**config.mk**
```make
export PLATFORM = sky130hd
export DESIGN_NAME = bcd_counter4_flat
export DESIGN_NICKNAME = d
export VERILOG_FILES = /design/src/rtl/bcd_pkg.sv /design/src/rtl/bcd_counter4_if.sv /design/src/rtl/bcd_digit.sv /design/src/rtl/bcd_counter4.sv /design/src/flat_wrapper.sv
export SDC_FILE = /design/constraint.sdc
export NUM_CORES = 1
export LEC_CHECK = 0
export ABC_AREA = 1
export CAP_MARGIN = 20
export CORE_MARGIN = 4
export CORE_UTILIZATION = 55
export DETAILED_ROUTE_END_ITERATION = 6
export GPL_ROUTABILITY_DRIVEN = 1
export PLACE_DENSITY = 0.91
export SYNTH_ARGS = -nofsm -noshare
export SYNTH_HDL_FRONTEND = slang
export SYNTH_SLANG_ARGS = --single-unit
```
**constraint.sdc**
```tcl
create_clock -name clk -period 2.3 [get_ports clk]
set_clock_uncertainty 0.05 [all_clocks]
set_input_delay 0.23 -clock clk [delete_from_list [all_inputs] [get_ports clk]]
set_output_delay 0.23 -clock clk [all_outputs]
set_load 0.05 [all_outputs]
```
**src/rtl/bcd_pkg.sv**
```systemverilog
// Shared BCD definitions: digit width, max digit value, packed 4-digit type and validity check.
// Pure declarations; no timing or flow control.
package bcd_pkg;
    localparam int          DIGIT_W = 4;
    localparam logic [3:0]  BCD_MAX = 4'd9;

    typedef logic [4*DIGIT_W-1:0] bcd4_t;

    function automatic logic bcd_valid(input logic [DIGIT_W-1:0] nibble);
        return nibble <= BCD_MAX;
    endfunction
endpackage

```
**src/rtl/bcd_counter4_if.sv**
```systemverilog
// Control/load inputs and count/flag outputs of the 4-digit BCD counter.
// No handshake: controls are level/pulse signals, outputs are registered pulses and the count.
interface bcd_counter4_if;
    import bcd_pkg::*;

    logic  en;
    logic  up;
    logic  load;
    bcd4_t load_val;
    bcd4_t digits;
    logic  tick;
    logic  carry;
    logic  load_err;

    modport master (output en, up, load, load_val, input digits, tick, carry, load_err);
    modport slave  (input en, up, load, load_val, output digits, tick, carry, load_err);
endinterface

```
**src/rtl/bcd_digit.sv**
```systemverilog
// One BCD digit with load and ripple step; nib updates one edge after load/step, step_out is combinational.
// No backpressure: a step_in is always consumed on the edge it is presented.
module bcd_digit
    import bcd_pkg::*;
(
    input  logic               clk,
    input  logic               rst,
    input  logic               step_in,
    input  logic               up,
    input  logic               load,
    input  logic [DIGIT_W-1:0] load_nib,
    output logic [DIGIT_W-1:0] nib,
    output logic               step_out
);
    // Carry when stepping up past 9, borrow when stepping down past 0.
    assign step_out = step_in && (up ? (nib == BCD_MAX) : (nib == '0));

    always_ff @(posedge clk) begin
        if (rst) begin
            nib <= '0;
        end else if (load) begin
            nib <= load_nib;
        end else if (step_in) begin
            if (up) begin
                nib <= (nib == BCD_MAX) ? '0 : nib + 4'd1;
            end else begin
                nib <= (nib == '0) ? BCD_MAX : nib - 4'd1;
            end
        end
    end
endmodule

```
**src/rtl/bcd_counter4.sv**
```systemverilog
// 4-digit BCD up/down counter with prescaler; digits and flags change one edge after step/load/reset.
// No backpressure: steps are never stalled; a valid load overrides (discards) a coincident step.
module bcd_counter4
    import bcd_pkg::*;
#(
    parameter int PRESCALE = 50000000,
    parameter int PRE_W    = 26
) (
    input  logic             clk,
    input  logic             rst,
    bcd_counter4_if.slave    bus
);
    localparam logic [PRE_W-1:0] PRE_LAST = PRE_W'(PRESCALE - 1);

    logic [PRE_W-1:0] pre;
    logic             load_ok;
    logic             load_bad;
    logic             step_due;
    logic             step;
    logic [4:0]       chain;
    bcd4_t            digits_q;
    logic             tick_q;
    logic             carry_q;
    logic             load_err_q;

    always_comb begin
        load_ok  = bus.load
                && bcd_valid(bus.load_val[3:0])   && bcd_valid(bus.load_val[7:4])
                && bcd_valid(bus.load_val[11:8])  && bcd_valid(bus.load_val[15:12]);
        load_bad = bus.load && !load_ok;
        step_due = bus.en && (pre == PRE_LAST);
        step     = step_due && !load_ok;
    end

    assign chain[0] = step;

    for (genvar i = 0; i < 4; i++) begin : g_digit
        bcd_digit u_digit (
            .clk      (clk),
            .rst      (rst),
            .step_in  (chain[i]),
            .up       (bus.up),
            .load     (load_ok),
            .load_nib (bus.load_val[i*DIGIT_W +: DIGIT_W]),
            .nib      (digits_q[i*DIGIT_W +: DIGIT_W]),
            .step_out (chain[i+1])
        );
    end

    // A rejected load leaves the prescaler running, so a coincident step still happens.
    always_ff @(posedge clk) begin
        if (rst) begin
            pre        <= '0;
            tick_q     <= 1'b0;
            carry_q    <= 1'b0;
            load_err_q <= 1'b0;
        end else begin
            if (load_ok) begin
                pre <= '0;
            end else if (bus.en) begin
                pre <= (pre == PRE_LAST) ? '0 : pre + PRE_W'(1);
            end
            tick_q     <= step;
            carry_q    <= chain[4];
            load_err_q <= load_bad;
        end
    end

    assign bus.digits   = digits_q;
    assign bus.tick     = tick_q;
    assign bus.carry    = carry_q;
    assign bus.load_err = load_err_q;
endmodule

```
**src/flat_wrapper.sv**
```systemverilog
// flat-port wrapper written by rule: the top's interface ports become plain ports
module bcd_counter4_flat import bcd_pkg::*;
#(
    parameter int PRESCALE = 50000000,
    parameter int PRE_W    = 26
)
  (clk, rst, bus_en, bus_up, bus_load, bus_load_val, bus_digits, bus_tick, bus_carry, bus_load_err);
  bcd_counter4_if bus_i ();
  input  logic clk;
  input  logic rst;
  input wire logic [$bits(bus_i.en)-1:0] bus_en;
  input wire logic [$bits(bus_i.up)-1:0] bus_up;
  input wire logic [$bits(bus_i.load)-1:0] bus_load;
  input wire logic [$bits(bus_i.load_val)-1:0] bus_load_val;
  output wire logic [$bits(bus_i.digits)-1:0] bus_digits;
  output wire logic [$bits(bus_i.tick)-1:0] bus_tick;
  output wire logic [$bits(bus_i.carry)-1:0] bus_carry;
  output wire logic [$bits(bus_i.load_err)-1:0] bus_load_err;
  assign bus_i.en = bus_en;
  assign bus_i.up = bus_up;
  assign bus_i.load = bus_load;
  assign bus_i.load_val = bus_load_val;
  assign bus_digits = bus_i.digits;
  assign bus_tick = bus_i.tick;
  assign bus_carry = bus_i.carry;
  assign bus_load_err = bus_i.load_err;
  bcd_counter4 #(.PRESCALE(PRESCALE), .PRE_W(PRE_W)) u_core (.clk(clk), .rst(rst), .bus(bus_i));
endmodule
```
==> qor.yml <==
hold_path_class: "reg -> reg"
top_area_cell: "dfxtp_1"
area_leaders: "dfxtp_1 32%, nand2_1 15%, nor2_1 9.1%"
drive_above_1_share_pct: 8.37
ys_top_cells_by_count: "115 x nand2_1, 69 x nor2_1, 45 x dfxtp_1, 45 x inv_1, 33 x a21oi_1"
finalCritPeriodShare_pct: 84.0
cts.repair.resized: 0
syn_inst: 446
switching_share_pct: 27.5
synth_flops: 45
fp_util_pct: 58.6
synth_cell_type_count: 42
cts_root_buf: "clkbuf_8"
p_int_w: 0.00123
max_stage_delay_ns: 0.87
place_hpwl_um: 5410
ys_area_um2: 2860
clk_pin_slew_worst_paths_ns: 0.09
antenna_found_initial: 0
slowest_stage: "clkdlybuf4s50_1"
clockBufferDepth: 2
clock_sinks: 45
synthesis.nets: 468
track_usage_pct: 23.3
crit_required_ns: 2.02
final-max-slew-violation-count: 0
drtIter0Drc: 248
wire_per_inst_um: 12.7
ant_nets: 0
clock.fmax_ghz: 0.518
period_minus_slack_ns: 1.93
seqPwrFrac_pct: 47.9
critical_path_arrival_ns: 1.65
power_frac_clock_pct: 36.0
rsz0062_at_grt: "no"
powerDensity_nw_per_um2: 492
grt_pass1_vias: 2855
placed_cell_area_um2: 3330
tns_ns: 0
max-vdd-ir-drop_mv: 0.346
drc: 0
net-switching-power_w: 0.000465
critical_path.top_delay_family: "buffers and inverters"
tool_warnings: 26
diodes: 0
status: "finished, final reports clean"
synthToLayoutAreaGrowth_pct: 20.2
clk_latency_ns: 0.31
ys_dominant_reg_cell: "dfxtp_1"
routabilityCongestion: 0.884
layout.nets: 511
top_cell: "nand2_1"
via_per_inst: 5.48
[power by group through the flow]
stage                     logic [W]  registers [W]  clock network [W]
after floorplan            0.000141       0.000863                  0
after global placement     0.000262       0.000828                  0
after detailed placement   0.000269       0.000828                  0
after CTS                  0.000271       0.000810           0.000615
after global routing       0.000297       0.000813           0.000655
final                      0.000272       0.000811           0.000609
[worst paths after layout]
check	from	endpoint	slack [ns]	depth (start not counted)
worst max-delay path	u_core.g_digit[2].u_digit.nib[3]	bus_digits[11]	0.37	1
worst min-delay path	u_core.pre[13]	u_core.pre[13]	0.43	2
worst max register to register	u_core.pre[0]	u_core.pre[24]	0.41	9
worst min register to register	u_core.pre[13]	u_core.pre[13]	0.43	2
[flip-flops by register name (all words and copies together) (netlist names)]
| register | flops |
|---|---|
| u_core.bus.load_err | 1 |
| u_core.bus.carry | 1 |
| u_core.g_digit.u_digit.nib | 16 |
| u_core.bus.tick | 1 |
| u_core.pre | 26 |
[layer usage]
layer | vias to the layer above | share of wire, %
met5 | - | 0
met4 | 0 | 0.97
met3 | 6 | 7.2
met2 | 119 | 49
met1 | 1390 | 42
li1 | 1537 | -
[layout make-up]
cell class	count	area (µm²)
Clock buffer	6	72.6
Clock inverter	2	38.8
Fill cell	429	1440
Inverter	48	180
Multi-Input combinational cell	344	1730
Sequential cell	45	901
Tap cell	67	83.8
Timing Repair Buffer	45	435
[logic make-up after synthesis]
family | share of synthesized area, %
flops | 31.5
xor+xnor | 3.06
fa+ha+maj | 0.438
compound gates | 14.7
buf+inv | 8.14
simple gates | 42.1
[stage by stage]
stage	setup WS (ns)	total power, W	utilization [%]
floorplan	0.476	0.00100	-
global placement	0.143	0.00109	68.2
detailed placement	0.0829	0.00110	68.2
CTS	0.373	0.00170	70.4
global route	0.217	0.00176	70.4
finish	0.368	0.00169	70.4
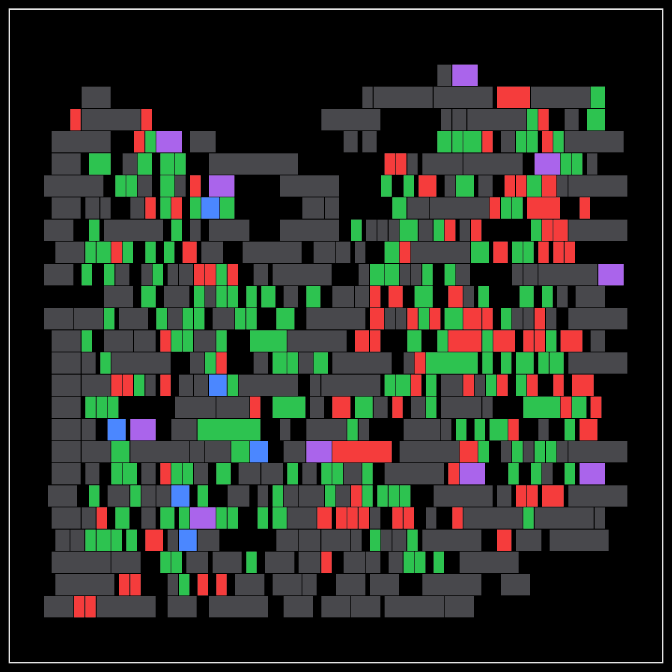
(gate-type map)
NAND gates -> green  # cells 162
AND and OR gates -> blue  # cells 6
NOR gates -> red  # cells 93
XOR/XNOR gates -> purple  # cells 10
Comb area share: 50.2%
most used logic cell in the final layout: nand2_1
fin cells: 557

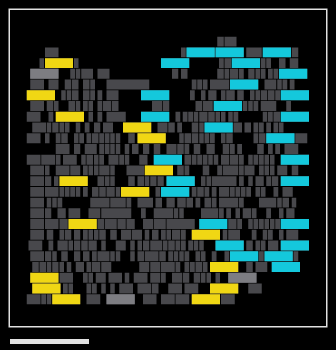
(register map, names as in the netlist)
Bar = 20 µm.
`u_core.g_digit.u_digit.nib` -> yellow  # sequential cells 16
`u_core.pre` -> cyan  # sequential cells 26
not colored = 3
sequential power: 0.000811 W
sequential cell area share: 26.2%

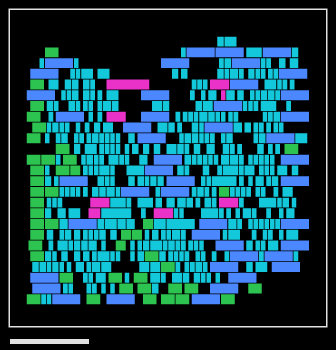
(placement by cell class)
Bar = 20 µm.
other buffers and delay cells -> green  # cells 45
flip-flops -> blue  # cells 45
clock drivers and dummy loads -> magenta  # cells 8
all other logic -> cyan  # cells 392
core area: 4880 µm²
Final Util: 70.4%
design area: 3440 µm²
row count: 25

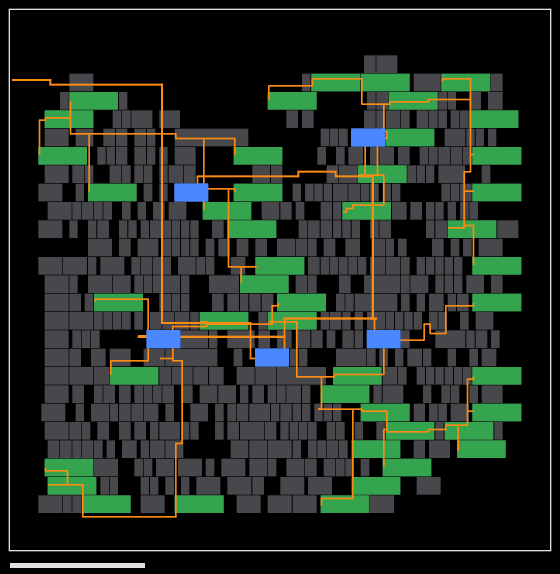
(clock network drawn from the DEF)
Bar = 20 µm.
flip-flops -> green  # count 45
clock wires -> orange  # length 600 µm
cells driving clock nets -> blue  # count 5
flops lie = spread over the die
routed clock nets = 6

No activity file was given, so power comes from the tool's default toggle rates.
